File: src/rtl/vram_pkg.sv
// Shared constants, state encoding and helpers for the VRAM
// byte-stream writer.
package vram_pkg;

  localparam int unsigned VRAM_WORDS = 600;
  localparam int unsigned VRAM_AW    = 10;
  localparam int unsigned VRAM_DW    = 16;

  localparam logic [7:0] SYNC_WRITE = 8'hA5;
  localparam logic [7:0] SYNC_FILL  = 8'h5A;

  typedef enum logic [3:0] {
    IDLE,
    W_AH,
    W_AL,
    W_DH,
    W_DL,
    F_DH,
    F_DL,
    FILL
  } wr_state_t;

  function automatic logic mid_frame(wr_state_t s);
    return (s inside {W_AH, W_AL, W_DH, W_DL, F_DH, F_DL});
  endfunction

endpackage

File: src/rtl/vram_writer_byte_timeout.sv
// Inter-byte idle counter: clears on each byte, pulses expire
// once TIMEOUT byte-less cycles have elapsed inside a frame.
module byte_timeout #(
  parameter int unsigned TIMEOUT = 65535
) (
  input  logic clk,
  input  logic rst_n,
  input  logic en_i,
  input  logic clr_i,
  output logic expire_o
);

  localparam int unsigned CW = $clog2(TIMEOUT + 1);
  localparam logic [CW-1:0] LIM = CW'(TIMEOUT - 1);

  logic [CW-1:0] cnt_q;
  logic [CW-1:0] cnt_d;

  assign expire_o = en_i && !clr_i && (cnt_q == LIM);

  always_comb begin
    cnt_d = cnt_q + 1'b1;
    if (!en_i || clr_i || expire_o) begin
      cnt_d = '0;
    end
  end

  always_ff @(posedge clk or negedge rst_n) begin
    if (!rst_n) begin
      cnt_q <= '0;
    end else begin
      cnt_q <= cnt_d;
    end
  end

endmodule

File: src/rtl/vram_writer.sv
// Decodes framed write/fill commands from a UART byte stream
// and drives the VRAM write port.
module vram_writer
  import vram_pkg::*;
#(
  parameter int unsigned WORDS      = VRAM_WORDS,
  parameter logic [7:0]  SYNC_WRITE = vram_pkg::SYNC_WRITE,
  parameter logic [7:0]  SYNC_FILL  = vram_pkg::SYNC_FILL,
  parameter int unsigned TIMEOUT    = 65535
) (
  input  logic               CLK,
  input  logic               RST_N,
  input  logic [7:0]         RX_DATA,
  input  logic               RX_VALID,
  output logic [VRAM_DW-1:0] VRAM_DATA,
  output logic [VRAM_AW-1:0] VRAM_WRADDR,
  output logic               VRAM_WREN,
  output logic               BUSY,
  output logic               FRAME_ERR
);

  localparam logic [VRAM_AW-1:0] LAST = VRAM_AW'(WORDS - 1);

  wr_state_t          state_q, state_d;
  logic [7:0]         ah_q, ah_d;
  logic [7:0]         al_q, al_d;
  logic [7:0]         dh_q, dh_d;
  logic [VRAM_AW-1:0] addr_q, addr_d;
  logic [VRAM_DW-1:0] data_q, data_d;
  logic               wren_q, wren_d;
  logic               busy_q, busy_d;
  logic               err_q, err_d;

  logic               tmo;
  logic [VRAM_AW-1:0] wr_addr;
  logic               addr_ok;

  byte_timeout #(
    .TIMEOUT (TIMEOUT)
  ) u_tmo (
    .clk      (CLK),
    .rst_n    (RST_N),
    .en_i     (mid_frame(state_q)),
    .clr_i    (RX_VALID),
    .expire_o (tmo)
  );

  assign wr_addr = {ah_q[1:0], al_q};
  assign addr_ok = (ah_q[7:2] == 6'd0) && (wr_addr <= LAST);

  always_comb begin
    state_d = state_q;
    ah_d    = ah_q;
    al_d    = al_q;
    dh_d    = dh_q;
    addr_d  = addr_q;
    data_d  = data_q;
    wren_d  = 1'b0;
    busy_d  = 1'b0;
    err_d   = 1'b0;
    if (tmo) begin
      state_d = IDLE;
      err_d   = 1'b1;
    end else begin
      unique case (state_q)
        IDLE: begin
          if (RX_VALID && RX_DATA == SYNC_WRITE) begin
            state_d = W_AH;
          end else if (RX_VALID && RX_DATA == SYNC_FILL) begin
            state_d = F_DH;
          end
        end
        W_AH: begin
          if (RX_VALID) begin
            ah_d    = RX_DATA;
            state_d = W_AL;
          end
        end
        W_AL: begin
          if (RX_VALID) begin
            al_d    = RX_DATA;
            state_d = W_DH;
          end
        end
        W_DH: begin
          if (RX_VALID) begin
            dh_d    = RX_DATA;
            state_d = W_DL;
          end
        end
        W_DL: begin
          if (RX_VALID) begin
            state_d = IDLE;
            if (addr_ok) begin
              wren_d = 1'b1;
              addr_d = wr_addr;
              data_d = {dh_q, RX_DATA};
            end else begin
              err_d = 1'b1;
            end
          end
        end
        F_DH: begin
          if (RX_VALID) begin
            dh_d    = RX_DATA;
            state_d = F_DL;
          end
        end
        F_DL: begin
          if (RX_VALID) begin
            state_d = FILL;
            wren_d  = 1'b1;
            busy_d  = 1'b1;
            addr_d  = '0;
            data_d  = {dh_q, RX_DATA};
          end
        end
        FILL: begin
          // addr_q is the word on the port this cycle
          err_d = RX_VALID;
          if (addr_q == LAST) begin
            state_d = IDLE;
          end else begin
            addr_d = addr_q + 1'b1;
            wren_d = 1'b1;
            busy_d = 1'b1;
          end
        end
        default: state_d = IDLE;
      endcase
    end
  end

  always_ff @(posedge CLK or negedge RST_N) begin
    if (!RST_N) begin
      state_q <= IDLE;
      ah_q    <= '0;
      al_q    <= '0;
      dh_q    <= '0;
      addr_q  <= '0;
      data_q  <= '0;
      wren_q  <= 1'b0;
      busy_q  <= 1'b0;
      err_q   <= 1'b0;
    end else begin
      state_q <= state_d;
      ah_q    <= ah_d;
      al_q    <= al_d;
      dh_q    <= dh_d;
      addr_q  <= addr_d;
      data_q  <= data_d;
      wren_q  <= wren_d;
      busy_q  <= busy_d;
      err_q   <= err_d;
    end
  end

  assign VRAM_DATA   = data_q;
  assign VRAM_WRADDR = addr_q;
  assign VRAM_WREN   = wren_q;
  assign BUSY        = busy_q;
  assign FRAME_ERR   = err_q;

endmodule
File: config.mk
export PLATFORM = sky130hd
export DESIGN_NAME = vram_writer
export DESIGN_NICKNAME = d
export VERILOG_FILES = /design/src/rtl/vram_pkg.sv /design/src/rtl/vram_writer_byte_timeout.sv /design/src/rtl/vram_writer.sv
export SDC_FILE = /design/constraint.sdc
export NUM_CORES = 1
export LEC_CHECK = 0
export ABC_AREA = 1
export CORE_UTILIZATION = 33
export CTS_BUF_LIST = sky130_fd_sc_hd__clkbuf_16
export DETAILED_ROUTE_END_ITERATION = 12
export DONT_BUFFER_PORTS = 1
export SLEW_MARGIN = 20
export SYNTH_ARGS = -nofsm -noshare
export SYNTH_HDL_FRONTEND = slang
export SYNTH_SLANG_ARGS = --single-unit
File: constraint.sdc
create_clock -name CLK -period 3.4 [get_ports CLK]
set_clock_uncertainty 0.1 [all_clocks]
set_input_delay 0.51 -clock CLK [delete_from_list [all_inputs] [get_ports CLK]]
set_output_delay 0.51 -clock CLK [all_outputs]
set_load 0.005 [all_outputs]
**Run 1: signal wires by layer**

The bar under the picture is 20 um long.
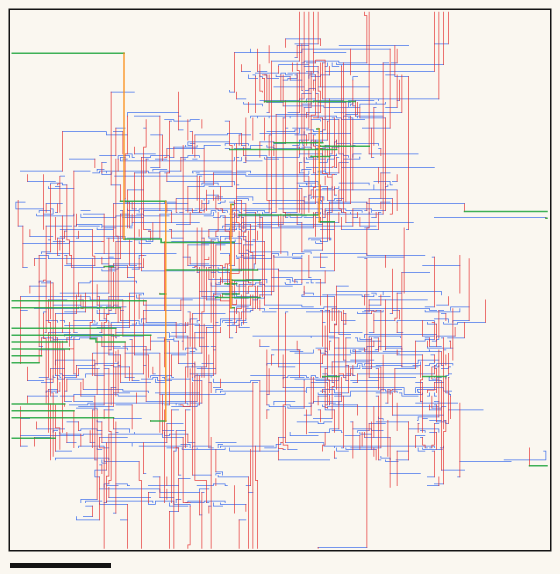
- red: M2 (wire length 4090 um)
- blue: M1 (wire length 3940 um)
- orange: M4 (wire length 119 um)
- green: M3 (wire length 395 um)

**Run 1: congestion heat map**

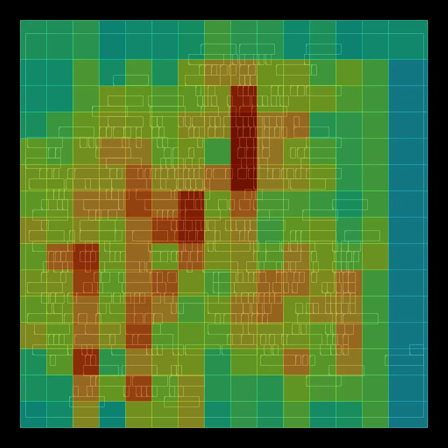
met1 usage: 21.5%
grt peak-use layer: met2
Wirelength per Cell: 14.0 um
final core utilization: 38.5%

**Run 1: local utilization**

The die is cut into 11 by 11 equal tiles; dark blue is low, red is high, 0 to 100% covered.
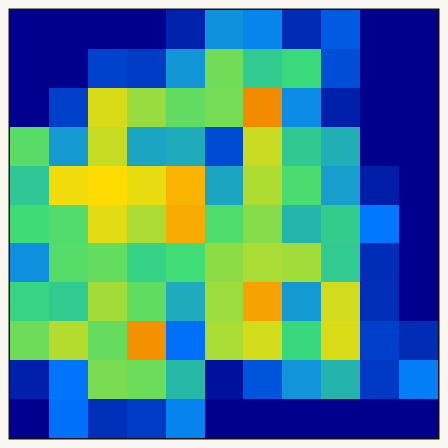
- fullest tile: 84%
- tiles over 75% full: 4.1%
- mean over tiles: 34%
fp util: 34.5%
core box area: 0.0105 mm2

**Run 1: clock distribution**

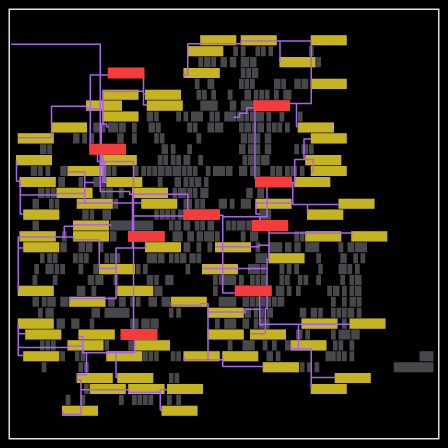
- red: clock-net drivers (count 9)
- purple: clock wires (length 987 um)
- yellow: flip-flops (count 72)
- flops lie: all over the die
- routed clock nets: 10

[run 1: area by class of cell]
| cell class | instances | area, um2 | share of cell area (%) |
|---|---|---|---|
| flip-flops and latches | 72 | 1800 | 44.5 |
| clock buffers | 9 | 225 | 5.56 |
| well taps | 136 | 170 | 4.20 |
| repair buffers | 2 | 37.5 | 0.927 |
| inverters | 43 | 161 | 3.99 |
| clock inverters | 7 | 77.6 | 1.92 |
| multi-input cells | 339 | 1570 | 38.9 |
[run 1: sequential cells by signal, indices dropped and copies added (netlist names)]
| name | cells |
|---|---|
| FRAME_ERR | 1 |
| ah_q | 8 |
| state_q | 3 |
| al_q | 8 |
| VRAM_DATA | 16 |
| VRAM_WRADDR | 10 |
| dh_q | 8 |
| VRAM_WREN | 1 |
| u_tmo.cnt_q | 16 |
| BUSY | 1 |
==> results.yml, run 1 <==
# synthesis and place-and-route metrics
synthesis:
  edf_count: 0
  ys_area_mm2: 0.00363
  ys_sh_aoi_pct: 7.21
  xor_area_share_pct: 1.21
  top_cells_by_area: "dfrtp_1 50%, nand2_1 16%, nand3_1 5.1%"
  syn-num-nets: 482
  muxShareOfSynthArea_pct: 0
  numSynthFlops: 72
  top_cells_by_count: "156 x nand2_1, 72 x dfrtp_1, 45 x nor2_1"
  ys_seq_share_pct: 49.7
  post_synth.cell_area_avg_um2: 7.75
  synth_warnings: 0
  synth_cell_types: 33
  postSynth.asyncResetShare_pct: 100
  netlist_area_mm2: 0.00363
  synthFlopType: "dfrtp_1"
  ys_cells: 468
  syn_inst: 468
  ys_top_logic_family: "simple AND/OR/NAND/NOR gates"
  top_area_share_pct: 49.7
  synth.cellmix.simpleShare_pct: 33.9
  top_cell: "nand2_1"
  yosysTopAreaCell: "dfrtp_1"
  fa_ha_area_share_pct: 1.03
final_timing:
  setup_viol: 0
  rsz0062_at_grt: "false"
  slew_viol_final: 0
  max_freq_ghz: 0.438
  holdWs_ns: 0.232
  final.min_clock_period_ns: 2.28
  worst_slew_pin_slew_ns: 0.664
  setup_ws_ns: 1.12
  relSlewSlack_pct: 55.6
  fin_crit_sh_pct: 67.2
  hold_viol_final: 0
  fin_tns_setup_ns: 0
critical_path:
  critPathRequiredTime_ns: 3.49
  cpLargestDelayFamily: "simple AND/OR/NAND/NOR gates"
  timing.critical_path.buf_inv: 1
  cp_slowest_cell: "nor2_1"
  r2r_slack_ns: 1.12
  reg2reg_from: "state_q[1]$_DFFE_PN0P_"
  start_kind: "register"
  cp-end-kind: "register"
  cp.depth: 7
  critPathKind: "register to register"
  worstSetupEndpoint: "u_tmo.cnt_q[15]$_DFF_PN0_"
  cp_max_fo: 12
  critical_path_arrival_ns: 2.37
  r2r_end: "u_tmo.cnt_q[15]$_DFF_PN0_"
  critPathLaunch: "state_q[1]$_DFFE_PN0P_"
  crit_path_cell_trace: "nand2_1 > nor2_1 > inv_1 > nand2_1 > nor2_2 > o21ai_2 > nor2_1"
  r2r_cells: 7
  slowest_delay_ns: 0.59
pwr:
  p_int_mw: 2.02
  power_density_mw_per_mm2: 806
  p_seq_share_pct: 44.6
  ir_worst_vdd_mv: 0.340
  fin_total_pwr_mw: 3.26
  seq_power_mw: 1.46
  p_comb_mw: 0.849
  p_leak_nw: 1.93
  pwr-share-comb_pct: 26.0
  power_leader: "sequential cells"
  clock_power_share_pct: 29.3
  switching_share_pct: 38.1
  p_clk_mw: 0.957
  netSwitchingPower_mw: 1.24
cells_and_area:
  lay_top_count: "nand2_1"
  fin_cells: 608
  lay_top_cells: "156 x nand2_1, 72 x dfrtp_1, 45 x nor2_1, 38 x inv_1, 37 x nand3_1"
  antenna_cells: 0
  nets: 481
  nFillCells: 1066
  drive_gt1_share_pct: 7.42
  fin_area_mm2: 0.00405
  area_delta_synth_final_pct: 11.6
place:
  place_area_mm2: 0.00371
  post-place-ws_ns: 1.11
  hpwl_mm: 6.13
  gp_congestion: 0.886
  portBuffers: 0
  placedCellCount: 590
detailed_routing:
  met1_length_mm: 3.94
  routed_via_density: 4.92
  drtPass1Iterations: 4
  wl_mm: 8.54
  routed-wl-met3_um: 394
  vias: 2990
  highest_layer: "met4"
  drc: 0
  drt_iter0_markers: 165
  final_antenna_net_count: 0
  wl_met2_mm: 4.09
global_route:
  antenna_found_initial: 0
  grt_overflow: 0
  use_met2_pct: 26.0
  grt_max_degree: 73
  gr-usage-all-layers_pct: 16.4
  grt_pass1_wl_mm: 14.6
  grt_pass1_vias: 2915
  grt_util_met3_pct: 3.65
clock_network:
  cts_setup_buffers: 0
  cts_sinks: 72
  cts_tree: "done"
  postCtsHoldBufs: 2
  cts_made_buffers: 9
  htree_levels: 3
  clk_latency_ns: 0.33
  clock-root-buffer: "clkbuf_16"
  cts.clk_slew.worst_paths_ns: 0.06
  cts_buffer_depth: 2
  post_cts_resized: 0
job:
  warning_count: 27
  maxCapViolCount: 0
floorplan:
  die_h_um: 107
  io_pins: 40
  num_rows: 37
  fp.dieW_um: 107
  dieArea_mm2: 0.0114
min_path:
  hold_class: "input pin to register"
  worstHoldEndpoint: "VRAM_DATA[1]$_DFFE_PN0P_"
  hold_start: "RX_DATA[1]"
  holdPathStages: 2
status:
  status: "finished, final reports clean"
**Run 1: logic cells by family**

The bar under the picture is 20 um long.
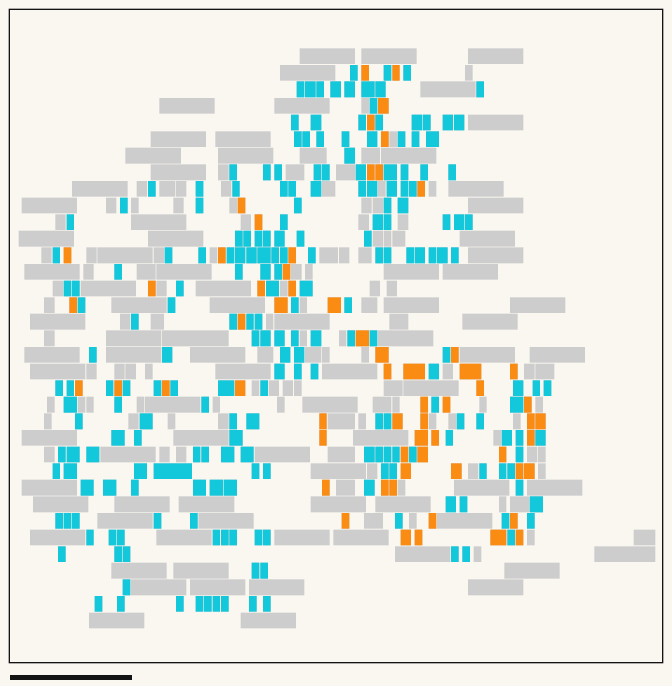

==> run 2: changes to the inputs <==
==> constraint.sdc (replaced) <==
create_clock -name CLK -period 2 [get_ports CLK]
set_clock_uncertainty 0.1 [all_clocks]
set_input_delay 0.3 -clock CLK [delete_from_list [all_inputs] [get_ports CLK]]
set_output_delay 0.3 -clock CLK [all_outputs]
set_load 0.005 [all_outputs]
**Run 2: logic cells by family**

The bar under the picture is 20 um long.
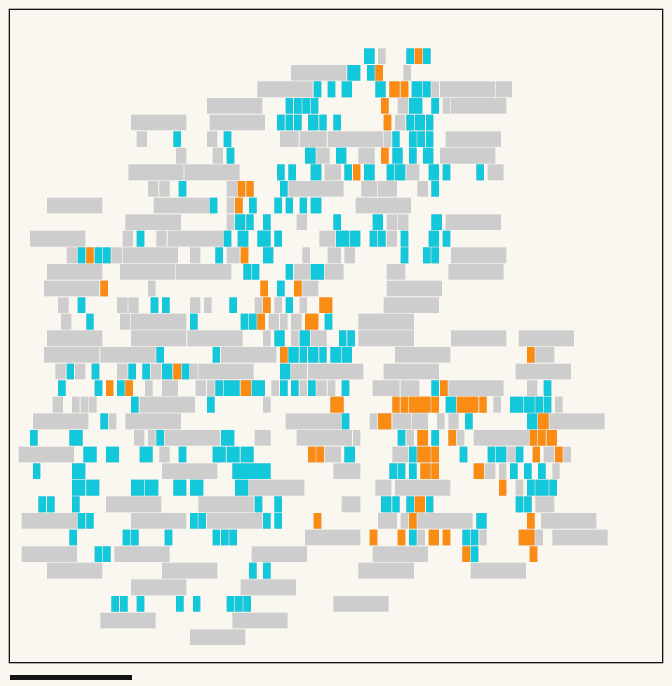
- orange: nor cells (cells 62; most used nor2_1)
- cyan: nand cells (cells 219; most used nand2_1)

==> run 2 against run 1 <==
The flow now finishes with violations (negative hold slack); via count rose by 0.97%; cell count increased by 1.3%; global-route usage is 0.15 points lower; count of clock-buffer cells in the layout did not move; critical path depth grew 1; non-clock buffer count is 8 higher; critical path type unchanged; largest power group unchanged.
==> results.yml, run 2 <==
# synthesis and place-and-route metrics
status:
  status: "finished, violations left"
  violations: "negative hold slack"
detailed_routing:
  wl_per_cell_um: 13.8
  wl_met2_mm: 4.13
  drc: 0
  drt_iter0_markers: 118
  wl_mm: 8.51
  final_antenna_net_count: 0
  routed-wl-met3_um: 451
  met1_length_mm: 3.84
place:
  hpwl_mm: 6.20
  gp_congestion: 0.853
global_route:
  grt_pass1_vias: 3051
  use_met2_pct: 27.4
  use_met1_pct: 19.4
clock_network:
  clk_latency_ns: 0.33
  cts_tree: "done"
  cts.clk_slew.worst_paths_ns: 0.06
floorplan:
  die_h_um: 107
  core_area_mm2: 0.0105
  dieArea_mm2: 0.0114
  n_tap_cell: 136
  io_pins: 40
synthesis:
  ys_top_logic_family: "simple AND/OR/NAND/NOR gates"
  ys_sh_aoi_pct: 7.21
  ys_seq_share_pct: 49.7
  synth_cell_types: 33
  synth_warnings: 0
  netlist_area_mm2: 0.00363
  fa_ha_area_share_pct: 1.03
  xor_area_share_pct: 1.21
  synth.cellmix.simpleShare_pct: 33.9
  yosysTopAreaCell: "dfrtp_1"
  top_area_share_pct: 49.7
  numSynthFlops: 72
  ys_cells: 468
job:
  maxCapViolCount: 0
  warning_count: 29
cells_and_area:
  seq_area_mm2: 0.00180
  drive_gt1_share_pct: 8.96
  lay_top_count: "nand2_1"
  inverters_excl_clock: 43
  antenna_cells: 0
  lay_top_cells: "156 x nand2_1, 72 x dfrtp_1, 45 x nor2_1, 38 x inv_1, 37 x nand3_1"
pwr:
  netSwitchingPower_mw: 2.05
  power_density_mw_per_mm2: 1340
  p_leak_nw: 1.94
  p_clk_mw: 1.45
  seq_power_mw: 2.43
  fin_total_pwr_mw: 5.43
  p_seq_share_pct: 44.8
final_timing:
  setup_ws_ns: 0.262
  relSlewSlack_pct: 68.3
  hold_viol_final: 72
  slew_viol_final: 0
  holdWs_ns: -0.433
  fin_tns_setup_ns: 0
critical_path:
  timing.critical_path.buf_inv: 1
  critical_path_arrival_ns: 1.90
  start_kind: "register"
==> run 2: path summary, 6_finish.rpt <==
kind,to,depth (start not counted),slack [ns],start
worst max-delay path,VRAM_WRADDR[1]$_DFFE_PN0P_,8,0.26,VRAM_WRADDR[1]$_DFFE_PN0P_
worst min-delay path,u_tmo.cnt_q[13]$_DFF_PN0_,0,-0.43,RST_N
worst max register to register,VRAM_WRADDR[1]$_DFFE_PN0P_,8,0.26,VRAM_WRADDR[1]$_DFFE_PN0P_
worst min register to register,ah_q[2]$_DFFE_PN0P_,2,0.38,ah_q[2]$_DFFE_PN0P_
max in group asynchronous,al_q[3]$_DFFE_PN0P_,0,2.11,RST_N
min in group CLK,VRAM_DATA[1]$_DFFE_PN0P_,2,0.02,RX_DATA[1]
Power and IR drop assume default switching activity.
